$ cat src/rtl/encoder_pkg.sv
// Shared widths and helper functions for the 8-to-3 priority encoder block.
package encoder_pkg;

    localparam int IDX_W = 3;
    localparam int REQ_W = 8;

    function automatic logic [REQ_W-1:0] onehot8(input logic [IDX_W-1:0] idx);
        onehot8 = 8'h01 << idx;
    endfunction

    // Later loop iterations overwrite earlier ones, so the scan order sets the winner.
    function automatic logic [IDX_W-1:0] prio_enc8(input logic [REQ_W-1:0] vec,
                                                   input logic high_first);
        logic [IDX_W-1:0] result;
        result = 3'd0;
        if (high_first) begin
            for (int i = 0; i < REQ_W; i++) begin
                result = vec[i] ? IDX_W'(i) : result;
            end
        end else begin
            for (int i = REQ_W - 1; i >= 0; i--) begin
                result = vec[i] ? IDX_W'(i) : result;
            end
        end
        return result;
    endfunction

endpackage

$ cat src/rtl/priority_encoder_8_3.sv
// Combinational fixed-priority encoder: request vector to winning index plus any-set flag.
module priority_encoder_8_3
    import encoder_pkg::*;
#(
    parameter logic HIGH_FIRST = 1'b1
) (
    input  logic [REQ_W-1:0] vec,
    output logic [IDX_W-1:0] idx,
    output logic             any
);

    assign idx = prio_enc8(vec, HIGH_FIRST);
    assign any = |vec;

endmodule

$ cat src/rtl/encoder_8_3.sv
// Registered 8-to-3 priority encoder with sticky pending bits, valid/ack output
// handshake and a one-cycle overflow pulse when an event merges into a pending bit.
module encoder_8_3
    import encoder_pkg::*;
#(
    parameter logic HIGH_FIRST = 1'b1
) (
    input  logic             clk,
    input  logic             rst_n,
    input  logic             enable,
    input  logic [REQ_W-1:0] inp,
    input  logic             ack,
    output logic [IDX_W-1:0] out,
    output logic             out_valid,
    output logic [REQ_W-1:0] pending,
    output logic             overflow
);

    localparam logic ST_IDLE    = 1'b0;
    localparam logic ST_PRESENT = 1'b1;

    logic [REQ_W-1:0] pending_r;
    logic [IDX_W-1:0] out_r;
    logic             out_valid_r;
    logic             overflow_r;

    logic             hs_s;
    logic [REQ_W-1:0] clr_s;
    logic [REQ_W-1:0] set_s;
    logic [REQ_W-1:0] pending_n_s;
    logic             ovf_s;
    logic [IDX_W-1:0] enc_idx_s;
    logic             enc_any_s;
    logic             valid_n_s;
    logic [IDX_W-1:0] out_n_s;

    // Handshake, clear/set masks and next pending value; set wins over clear.
    always_comb begin
        hs_s        = out_valid_r & ack;
        clr_s       = hs_s ? onehot8(out_r) : 8'h00;
        set_s       = enable ? inp : 8'h00;
        pending_n_s = (pending_r & ~clr_s) | set_s;
        ovf_s       = |(set_s & pending_r & ~clr_s);
    end

    priority_encoder_8_3 #(
        .HIGH_FIRST(HIGH_FIRST)
    ) u_prio (
        .vec(pending_n_s),
        .idx(enc_idx_s),
        .any(enc_any_s)
    );

    // Two-state presenter: a load happens when idle or on handshake, else out is frozen.
    always_comb begin
        valid_n_s = out_valid_r;
        out_n_s   = out_r;
        case (out_valid_r)
            ST_IDLE: begin
                if (enc_any_s) begin
                    valid_n_s = ST_PRESENT;
                    out_n_s   = enc_idx_s;
                end else begin
                    valid_n_s = ST_IDLE;
                end
            end
            ST_PRESENT: begin
                if (hs_s && enc_any_s) begin
                    valid_n_s = ST_PRESENT;
                    out_n_s   = enc_idx_s;
                end else if (hs_s) begin
                    valid_n_s = ST_IDLE;
                end else begin
                    valid_n_s = ST_PRESENT;
                end
            end
            default: begin
                valid_n_s = ST_IDLE;
                out_n_s   = out_r;
            end
        endcase
    end

    // State registers.
    always_ff @(posedge clk or negedge rst_n) begin
        if (!rst_n) begin
            pending_r   <= 8'h00;
            out_r       <= 3'd0;
            out_valid_r <= 1'b0;
            overflow_r  <= 1'b0;
        end else begin
            pending_r   <= pending_n_s;
            out_r       <= out_n_s;
            out_valid_r <= valid_n_s;
            overflow_r  <= ovf_s;
        end
    end

    assign out       = out_r;
    assign out_valid = out_valid_r;
    assign pending   = pending_r;
    assign overflow  = overflow_r;

endmodule

$ cat config.mk
export PLATFORM = sky130hd
export DESIGN_NAME = encoder_8_3
export DESIGN_NICKNAME = d
export VERILOG_FILES = /design/src/rtl/encoder_pkg.sv /design/src/rtl/priority_encoder_8_3.sv /design/src/rtl/encoder_8_3.sv
export SDC_FILE = /design/constraint.sdc
export NUM_CORES = 1
export LEC_CHECK = 0
export ABC_AREA = 1
export ABC_CLOCK_PERIOD_IN_PS = 1500
export CAP_MARGIN = 10
export CORE_MARGIN = 5
export CORE_UTILIZATION = 30
export CTS_CLUSTER_DIAMETER = 120
export DETAILED_ROUTE_END_ITERATION = 10
export GPL_TIMING_DRIVEN = 0
export PLACE_DENSITY = 0.67
export RECOVER_POWER = 100
export SLEW_MARGIN = 0
export SYNTH_ARGS = -nofsm -noshare
export SYNTH_HDL_FRONTEND = slang
export SYNTH_SLANG_ARGS = --single-unit
$ cat constraint.sdc
create_clock -name clk -period 1.5 [get_ports clk]
set_input_delay 0.225 -clock clk [delete_from_list [all_inputs] [get_ports clk]]
set_output_delay 0.225 -clock clk [all_outputs]
set_load 0.1 [all_outputs]
**Run 1: I/O nets highlighted**

(8 px per um)
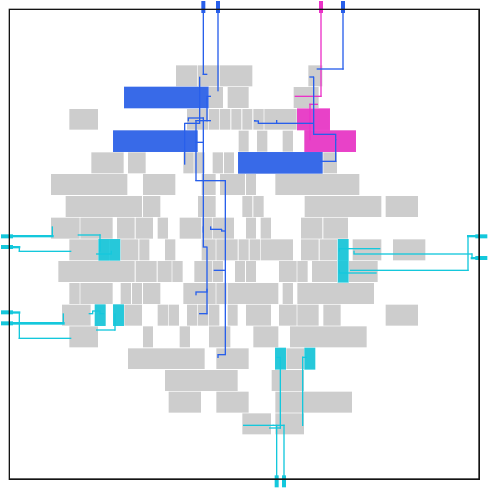
legend:
  ack:
    color: magenta
    bits: 1
    direction: input
    edge: north
    end_cells: 2
    buffers: 1
    wire: 18.9 um
  inp:
    color: cyan
    bits: 8
    direction: input
    edge: 4 west, 2 south, 2 east
    end_cells: 8
    buffers: 8
    wire: 129 um
  out:
    color: blue
    bits: 3
    direction: output
    edge: north
    end_cells: 3
    buffers: 4
    wire: 139 um

**Run 1: clock routing**

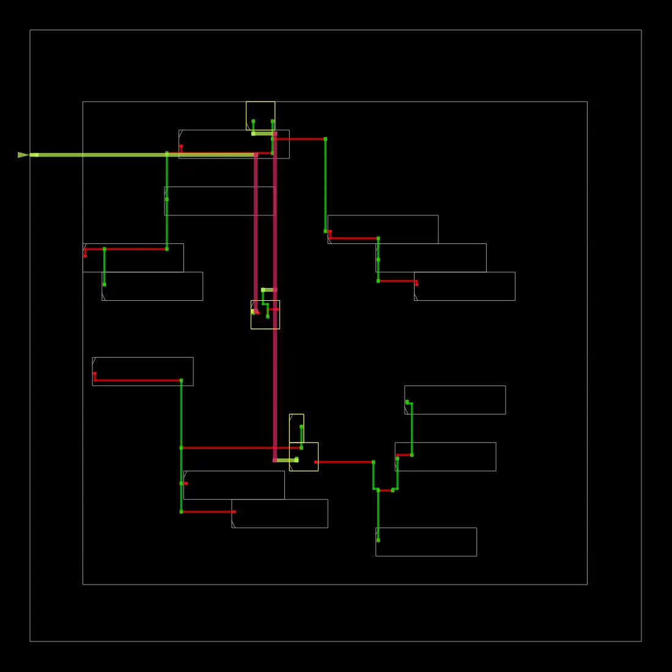
insertion delay of the later-clocked pin in the worst-skew pair: 0.29 ns
# clk buffers: 4
# clock sinks: 13
power attributed to the clock group: 0.228 mW
clock skew: 0.00227 ns

**Run 1: M3 wires**

(6 px per um) Cells faint in the background.
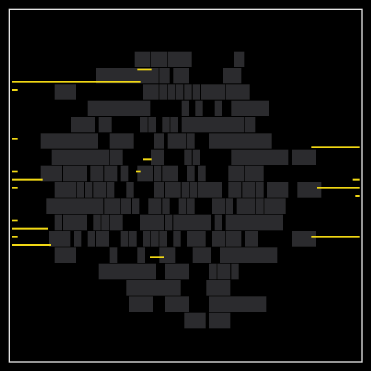
main direction: horizontal
longest straight run: 21.2 um
wire length on this layer: 71.3 um
nets with wire on the layer: 16
share of all routed wire: 4.0%

==> run 1: kinds of logic after synthesis <==
family / synth area share
AND/OR/NAND/NOR: 0.372
flip-flops: 0.460
buffers and inverters: 0.0637
AND-OR/OR-AND: 0.104
==> run 1: how the worst min path moves through the flow <==
stage / end / slack (ns)
after global placement: pending[0]$_DFF_PN0_ / 0.52
final: pending[0]$_DFF_PN0_ / 0.36
after CTS: overflow$_DFF_PN0_ / 0.33
after detailed placement: pending[0]$_DFF_PN0_ / 0.51
after global routing: out[1]$_DFFE_PN0P_ / 0.42
after floorplan: overflow$_DFF_PN0_ / -0.07
==> run 1: routing by layer <==
layer,global-route usage,part of all wire,vias up
li1,-,-,361
met1,0.132,0.45,330
met2,0.188,0.49,18
met3,0.0197,0.040,5
met4,0.0695,0.026,0
met5,0,0,-
==> run 1: critical path, stage by stage, from the launching register on <==
cell                      delay (ns)
sky130_fd_sc_hd__dfrtp_4        0.52
sky130_fd_sc_hd__nor2_4         0.16
sky130_fd_sc_hd__nand2_1        0.06
sky130_fd_sc_hd__nand2_1        0.07
sky130_fd_sc_hd__nand2_1        0.09
sky130_fd_sc_hd__nor2_2         0.14
sky130_fd_sc_hd__nand2_2        0.10
sky130_fd_sc_hd__o21ai_2        0.19
sky130_fd_sc_hd__nand2_1        0.07
sky130_fd_sc_hd__nand2_1        0.07
==> run 1: area by class of cell <==
| cell class | count | share of cell area |
|---|---|---|
| flip-flops and latches | 13 | 0.309 |
| plain buffers | 1 | 0.00331 |
| multi-input cells | 69 | 0.361 |
| inverters | 11 | 0.0364 |
| well taps | 28 | 0.0309 |
| repair buffers | 29 | 0.236 |
| clock buffers | 4 | 0.0232 |
==> run 1: registers in the layout, summed over array words and instances, names as in the netlist <==
| register | cells |
|---|---|
| out | 3 |
| overflow | 1 |
| out_valid | 1 |
| pending | 8 |
==> run 1: power by group <==
group,internal (mW),switching [mW]
clock,0.103,0.125
sequential,0.405,0.0430
combinational,0.169,0.499
total,0.677,0.667
==> run 1: per-stage QoR <==
stage / hold WS [ns] / power, mW
after floorplan: -0.0706 / 0.928
after global placement: 0.518 / 1.08
after detailed placement: 0.512 / 1.09
after CTS: 0.334 / 1.33
after global routing: 0.421 / 1.41
final: 0.360 / 1.34
==> run 1: timing repair <==
action                     CTS  global route
cloned                       0             0
setup endpoints to repair   16             4
pin swaps                    5             1
setup buffers                5             1
resized                     58             6
==> reports/summary.rpt, run 1 <==
===================================================================================
Wire length after detailed routing                                          1.78 mm
Sequential fraction of the synthesis area                                     0.460
Antenna cells                                                                     0
Clock tree from TritonCTS                                                       yes
Initial DRT Pass Iterations                                                       4
Share of cells above drive strength 1                                         0.504
Count of placed standard cells in the final layout, fillers left out            155
Worst hold path cell count                                                        3
CP Class                                                                    reg2reg
Kind of start point of the critical path                                  flip-flop
Max-area cell share                                                           0.460
Count of distinct cell types in the synthesized netlist                          16
Run status                                                             finished, violations left
Number of clock buffers inserted by TritonCTS                                     3
Worst setup path end                                                   out[0]$_DFFE_PN0P_
Final hold violation count                                                        0
Worst setup timing slack at the placement stage                           -0.396 ns
Final non-filler cell area                                             0.00113 sq mm
Critical path arrival                                                       1.76 ns
Leading cell types in the layout, fill and taps excluded               sky130_fd_sc_hd__nand2_1, sky130_fd_sc_hd__nand2_2, sky130_fd_sc_hd__clkdlybuf4s15_2, sky130_fd_sc_hd__clkdlybuf4s50_1, sky130_fd_sc_hd__dfrtp_2
Number of warnings in the stage logs                                             29
Reg2reg end                                                            out[0]$_DFFE_PN0P_
Violated checks                                                        setup timing
Startpoint of the most critical register-to-register path              out[2]$_DFFE_PN0P_
Fin worst setup slack                                                    -0.0414 ns
Cell area power density                                                1190 mW/mm^2
Synthesized netlist cell count                                                   94
Critical path origin                                                   out[2]$_DFFE_PN0P_
Most numerous cell types in the synthesized netlist                    sky130_fd_sc_hd__nand2_1, sky130_fd_sc_hd__dfrtp_1, sky130_fd_sc_hd__inv_1, sky130_fd_sc_hd__nor2_2
FF+latch count, synth                                                            13
Nature of the critical path endpoint                                      flip-flop
Netlist Area Pre-Place                                                    707 sq um
Number of endpoints failing setup at the final stage                              3
Initial Utilization                                                           0.317
Final weighted congestion in routability-driven placement                     0.811
Max Fanout on Critical Path                                                       4
Initial drt markers                                                               9
Top logic cell by instance count in the layout                         sky130_fd_sc_hd__nand2_1
===================================================================================
## Run 2: what changed since run 1
--- a/config.mk
+++ b/config.mk
@@ -9,11 +9,11 @@
 export ABC_CLOCK_PERIOD_IN_PS = 1500
 export CAP_MARGIN = 10
 export CORE_MARGIN = 5
-export CORE_UTILIZATION = 30
+export CORE_UTILIZATION = 35
 export CTS_CLUSTER_DIAMETER = 120
 export DETAILED_ROUTE_END_ITERATION = 10
 export GPL_TIMING_DRIVEN = 0
-export PLACE_DENSITY = 0.67
+export PLACE_DENSITY = 0.75
 export RECOVER_POWER = 100
 export SLEW_MARGIN = 0
 export SYNTH_ARGS = -nofsm -noshare
**Run 2: M3 wires**

(6 px per um) Cells faint in the background.
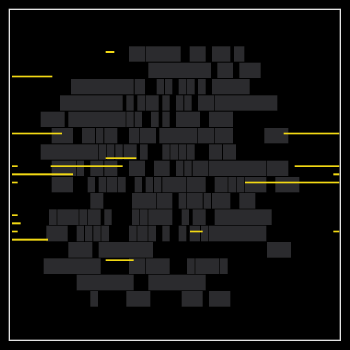
wire length on this layer: 90.8 um
main direction: horizontal
share of all routed wire: 5.0%

**Run 2: I/O nets highlighted**

(8 px per um)
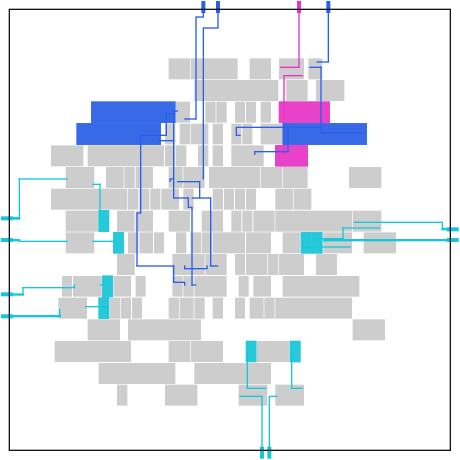
legend:
  out:
    color: blue
    bits: 3
    direction: output
    edge: north
    end_cells: 3
    buffers: 4
    wire: 161 um
  inp:
    color: cyan
    bits: 8
    direction: input
    edge: 4 west, 2 south, 2 east
    end_cells: 8
    buffers: 8
    wire: 119 um
  ack:
    color: magenta
    bits: 1
    direction: input
    edge: north
    end_cells: 2
    buffers: 1
    wire: 21.4 um

**Run 2: routed clock nets over the placement**

(8 px per um)
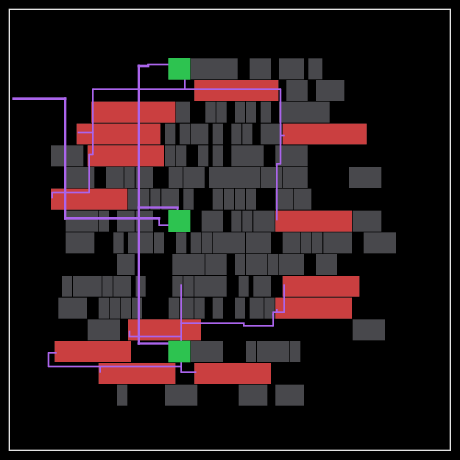
legend:
  clock wires:
    color: purple
    length: 209 um
  clock drivers:
    color: green
    count: 3
  flip-flops:
    color: red
    count: 13
routed clock nets: 4

==> run 2 against run 1 <==
The run still ends with setup timing left. First-iteration DRC count up 33%. Flip-flop count is the same. Worst hold slack improved by 0.0058 ns. Sequential share of layout area rose by 0.28 points. Routed wire length increased by 2.4%. Core utilization grew 7.1 points. Via count rose by 0.28%. Critical path depth is 1 higher. Critical path type unchanged. Largest cell class unchanged. Largest power group unchanged.
==> reports/summary.rpt, run 2 <==
==============================================================================
Run status                                                        finished, violations left
Violated checks                                                   setup timing
Cell breakdown of the critical path                               nor2_4, inv_2, o21ai_2, nand2_2, nor2_4, nand3_4, nor2_2, nor2_1, nand2_1, nand2_1
Initial Utilization                                                      0.364   +0.0475
Initial drt markers                                                         12   +3
Cell area power density                                           1190 mW/mm^2   +0.49%
Clock tree from TritonCTS                                                  yes
Cell at the slowest stage of the critical path                    sky130_fd_sc_hd__dfrtp_4
Top logic cell by instance count in the layout                    sky130_fd_sc_hd__nand2_1
Fin worst setup slack                                               -0.0855 ns   -0.0441 ns
Insertion delay of the later-clocked pin in the worst-skew pair        0.29 ns   about the same
FF+latch count, synth                                                       13   unchanged
# clock sinks                                                               13   unchanged
Number of warnings in the stage logs                                        29   unchanged
Nature of the critical path endpoint                                 flip-flop
Antenna cells                                                                0   unchanged
Clock skew                                                          0.00347 ns   +0.00120 ns
Crit-path leading delay family                                    simple AND/OR/NAND/NOR gates
Number of endpoints failing setup at the final stage                         3   unchanged
Sequential fraction of the synthesis area                                0.460   unchanged
CP Class                                                               reg2reg
Critical path arrival                                                  1.76 ns   about the same
==============================================================================
==> run 2: area by class of cell <==
cell class | count | area share
multi-input combinational | 69 | 0.347
sequential | 13 | 0.312
timing repair buffer | 30 | 0.247
inverter | 11 | 0.0367
tap | 27 | 0.0301
clock buffer | 4 | 0.0234
buffer | 1 | 0.00334
==> run 2: worst reg2reg max path: stages (launching register included) <==
cell	delay [ns]
sky130_fd_sc_hd__dfrtp_4	0.51
sky130_fd_sc_hd__nor2_4	0.13
sky130_fd_sc_hd__inv_2	0.04
sky130_fd_sc_hd__o21ai_2	0.16
sky130_fd_sc_hd__nand2_2	0.11
sky130_fd_sc_hd__nor2_4	0.14
sky130_fd_sc_hd__nand3_4	0.10
sky130_fd_sc_hd__nor2_2	0.11
sky130_fd_sc_hd__nor2_1	0.06
sky130_fd_sc_hd__nand2_1	0.06
sky130_fd_sc_hd__nand2_1	0.06
==> run 2: worst max-delay path by stage <==
| stage | end | slack, ns | depth (start not counted) |
|---|---|---|---|
| 6_report | out[1]$_DFFE_PN0P_ | -0.09 | 10 |
| 5_1_grt | out[0]$_DFFE_PN0P_ | -0.19 | 9 |
| 4_1_cts | out[0]$_DFFE_PN0P_ | -0.06 | 10 |
| 3_5_place_dp | out[0]$_DFFE_PN0P_ | -0.41 | 12 |
| 3_3_place_gp | out[0]$_DFFE_PN0P_ | -0.37 | 12 |
| 2_1_floorplan | out[0]$_DFFE_PN0P_ | -0.11 | 11 |
==> run 2: kinds of logic after synthesis <==
group	count (synthesis)	share of synthesized area
DFF	13	0.460
AOI/OAI and AO/OA	11	0.104
buffers and inverters	12	0.0637
and+or+nand+nor	58	0.372
==> run 2: what timing repair did <==
item | 4_1_cts | 5_1_grt
setup buffers | 1 | 6
pin swaps | 3 | 7
gates resized | 51 | 6
gates cloned | 0 | 0
endpoints found under the setup margin | 16 | 4
==> run 2: through the flow <==
| stage | hold slack (ns) | util | TNS [ns] | power, mW |
|---|---|---|---|---|
| finish | 0.366 | 0.579 | -0.222 | 1.34 |
| global route | 0.423 | 0.579 | -0.557 | 1.40 |
| CTS | 0.328 | 0.543 | -0.127 | 1.30 |
| detailed placement | 0.523 | 0.525 | -4.47 | 1.09 |
| global placement | 0.516 | 0.525 | -4.27 | 1.08 |
| floorplan | -0.0706 | - | -0.328 | 0.928 |
==> run 2: metal layers <==
metal | global-route usage | up-vias | part of all wire
li1 | - | 364 | -
met5 | 0 | - | 0
met3 | 0.0322 | 5 | 0.049
met4 | 0.0850 | 0 | 0.027
met1 | 0.152 | 328 | 0.45
met2 | 0.207 | 19 | 0.48
==> run 2: where the power goes <==
part	internal [mW]	switching, mW	leakage, nW
Clock	0.104	0.123	0.0150
Sequential	0.405	0.0389	0.124
Combinational	0.170	0.500	0.365
## Run 3: what changed since run 2
--- a/config.mk
+++ b/config.mk
@@ -6,7 +6,6 @@
 export NUM_CORES = 1
 export LEC_CHECK = 0
 export ABC_AREA = 1
-export ABC_CLOCK_PERIOD_IN_PS = 1500
 export CAP_MARGIN = 10
 export CORE_MARGIN = 5
 export CORE_UTILIZATION = 35
**Run 3: routed clock nets over the placement**

(8 px per um)
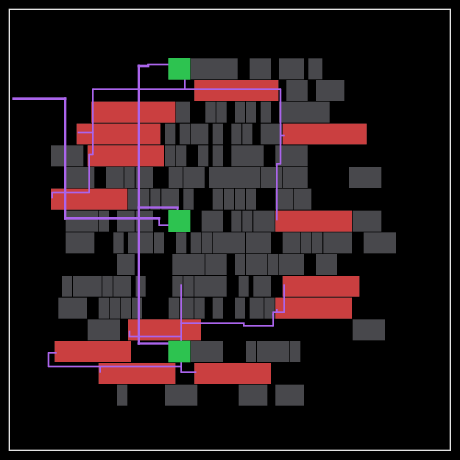
legend:
  flip-flops:
    color: red
    count: 13
  clock wires:
    color: purple
    length: 209 um
  clock drivers:
    color: green
    count: 3
routed clock nets: 4

**Run 3: I/O nets highlighted**

(8 px per um)
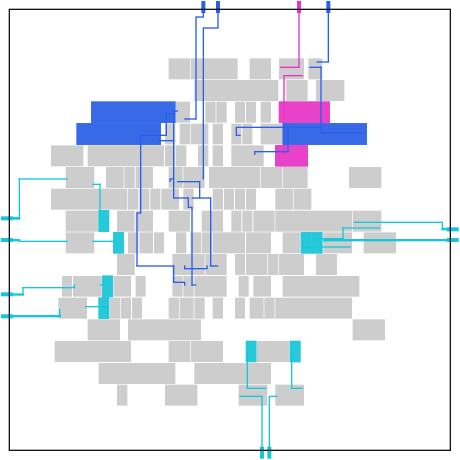
legend:
  inp:
    color: cyan
    bits: 8
    direction: input
    edge: 4 west, 2 south, 2 east
    end_cells: 8
    buffers: 8
    wire: 119 um
  ack:
    color: magenta
    bits: 1
    direction: input
    edge: north
    end_cells: 2
    buffers: 1
    wire: 21.4 um
  out:
    color: blue
    bits: 3
    direction: output
    edge: north
    end_cells: 3
    buffers: 4
    wire: 161 um

**Run 3: cells colored by class**

(4 px per um)
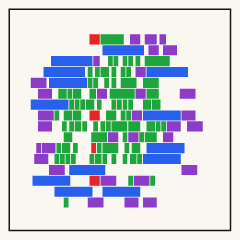
legend:
  flops:
    color: blue
    cells: 13
    share_of_their_area: 32%
  combinational and other logic:
    color: green
    cells: 80
    share_of_their_area: 40%
  clock drivers and dummy loads:
    color: red
    cells: 4
    share_of_their_area: 2.4%
  other buffers and delay cells:
    color: purple
    cells: 31
    share_of_their_area: 26%

==> run 3 against run 2 <==
The flow still finishes with violations (setup timing). Die size unchanged. Maximum frequency unchanged. Flip-flop count unchanged. Sequential share of layout area did not move. Global-route usage stayed put. Critical path type unchanged. Largest cell class unchanged.
==> reports/summary.rpt, run 3 <==
==============================================================================
Switching fraction of total power                                        0.494   unchanged
Initial Utilization                                                      0.364   unchanged
Fin worst setup slack                                               -0.0855 ns   unchanged
Nature of the critical path endpoint                                 flip-flop
Number of port buffers                                                      23
Logic gate share of total power                                          0.500   about the same
Filler Cell Count                                                          187
Maxcap violations                                                            0
Sequential fraction of the synthesis area                                0.460   unchanged
Top logic cell by instance count in the layout                    sky130_fd_sc_hd__nand2_1
FF+latch count, synth                                                       13   unchanged
Critical path arrival                                                  1.76 ns   about the same
Violated checks                                                   setup timing
Run status                                                        finished, violations left
Max Fanout on Critical Path                                                  4
Clock power share                                                        0.169   about the same
Antenna cells                                                                0   unchanged
Final Util                                                               0.579   unchanged
CP Class                                                               reg2reg
Final Power                                                            1.34 mW   unchanged
Worst-Margin Slew                                                     0.583 ns
Number of warnings in the stage logs                                        29   unchanged
Minimum hold slack                                                    0.366 ns   unchanged
Final HPWL from detailed placement                                     1.35 mm
Insertion delay of the later-clocked pin in the worst-skew pair        0.29 ns   about the same
Sequential share of power                                                0.331   about the same
Initial drt markers                                                         12   unchanged
Number of endpoints failing setup at the final stage                         3   unchanged
Critical path origin                                              out[0]$_DFFE_PN0P_
Clock tree from TritonCTS                                                  yes
# clock sinks                                                               13   unchanged
Internal power contribution                                           0.678 mW   unchanged
Sw Pwr                                                                0.661 mW   unchanged
Final non-filler cell area                                        0.00112 sq mm
FMAX                                                                   631 MHz
Wire length after detailed routing                                     1.83 mm
Clock skew                                                          0.00347 ns   unchanged
==============================================================================
==> run 3: worst max-delay path by stage <==
| stage | endpoint | slack, ns |
|---|---|---|
| 2_1_floorplan | out[0]$_DFFE_PN0P_ | -0.11 |
| 3_3_place_gp | out[0]$_DFFE_PN0P_ | -0.37 |
| 3_5_place_dp | out[0]$_DFFE_PN0P_ | -0.41 |
| 4_1_cts | out[0]$_DFFE_PN0P_ | -0.06 |
| 5_1_grt | out[0]$_DFFE_PN0P_ | -0.19 |
| 6_report | out[1]$_DFFE_PN0P_ | -0.09 |
==> run 3: timing repair <==
item | 4_1_cts | 5_1_grt
pin swaps | 3 | 7
setup endpoints to repair | 16 | 4
buffers inserted | 1 | 6
gates resized | 51 | 6
==> run 3: kinds of logic (layout without fill, tap and decap cells) <==
family          Yosys count  count (layout)  synth area share
compound gates           11              11             0.104
buf+inv                  12              46            0.0637
flops                    13              13             0.460
simple gates             58              58             0.372
==> run 3: final cells by class <==
type                       instances  area share
buffer                             1     0.00334
tap                               27      0.0301
clock buffer                       4      0.0234
sequential                        13       0.312
inverter                          11      0.0367
timing repair buffer              30       0.247
multi-input combinational         69       0.347
==> run 3: critical path, stage by stage (launching register included) <==
cell	delay, ns
sky130_fd_sc_hd__dfrtp_4	0.51
sky130_fd_sc_hd__nor2_4	0.13
sky130_fd_sc_hd__inv_2	0.04
sky130_fd_sc_hd__o21ai_2	0.16
sky130_fd_sc_hd__nand2_2	0.11
sky130_fd_sc_hd__nor2_4	0.14
sky130_fd_sc_hd__nand3_4	0.10
sky130_fd_sc_hd__nor2_2	0.10
sky130_fd_sc_hd__nor2_1	0.06
sky130_fd_sc_hd__nand2_1	0.06
sky130_fd_sc_hd__nand2_1	0.06
==> run 3: metal layers <==
| layer | part of all wire | vias up | global-route usage |
|---|---|---|---|
| li1 | - | 364 | - |
| met2 | 0.48 | 19 | 0.207 |
| met1 | 0.45 | 328 | 0.152 |
| met3 | 0.049 | 5 | 0.0322 |
| met5 | 0 | - | 0 |
| met4 | 0.027 | 0 | 0.0850 |
==> run 3: metrics by stage <==
| step | worst slack, ns | TNS [ns] |
|---|---|---|
| floorplan | -0.108 | -0.328 |
| global placement | -0.374 | -4.27 |
| detailed placement | -0.414 | -4.47 |
| CTS | -0.0562 | -0.127 |
| global route | -0.188 | -0.557 |
| finish | -0.0855 | -0.222 |
==> run 3: power by group through the flow <==
stage | clock [mW] | combinational (mW) | sequential [mW]
after floorplan | 0 | 0.159 | 0.769
after global placement | 0 | 0.633 | 0.449
after detailed placement | 0 | 0.639 | 0.450
after CTS | 0.229 | 0.623 | 0.444
after global routing | 0.245 | 0.701 | 0.452
final | 0.226 | 0.670 | 0.444
Power figures rest on the tool's default switching activity, not on a simulated workload.
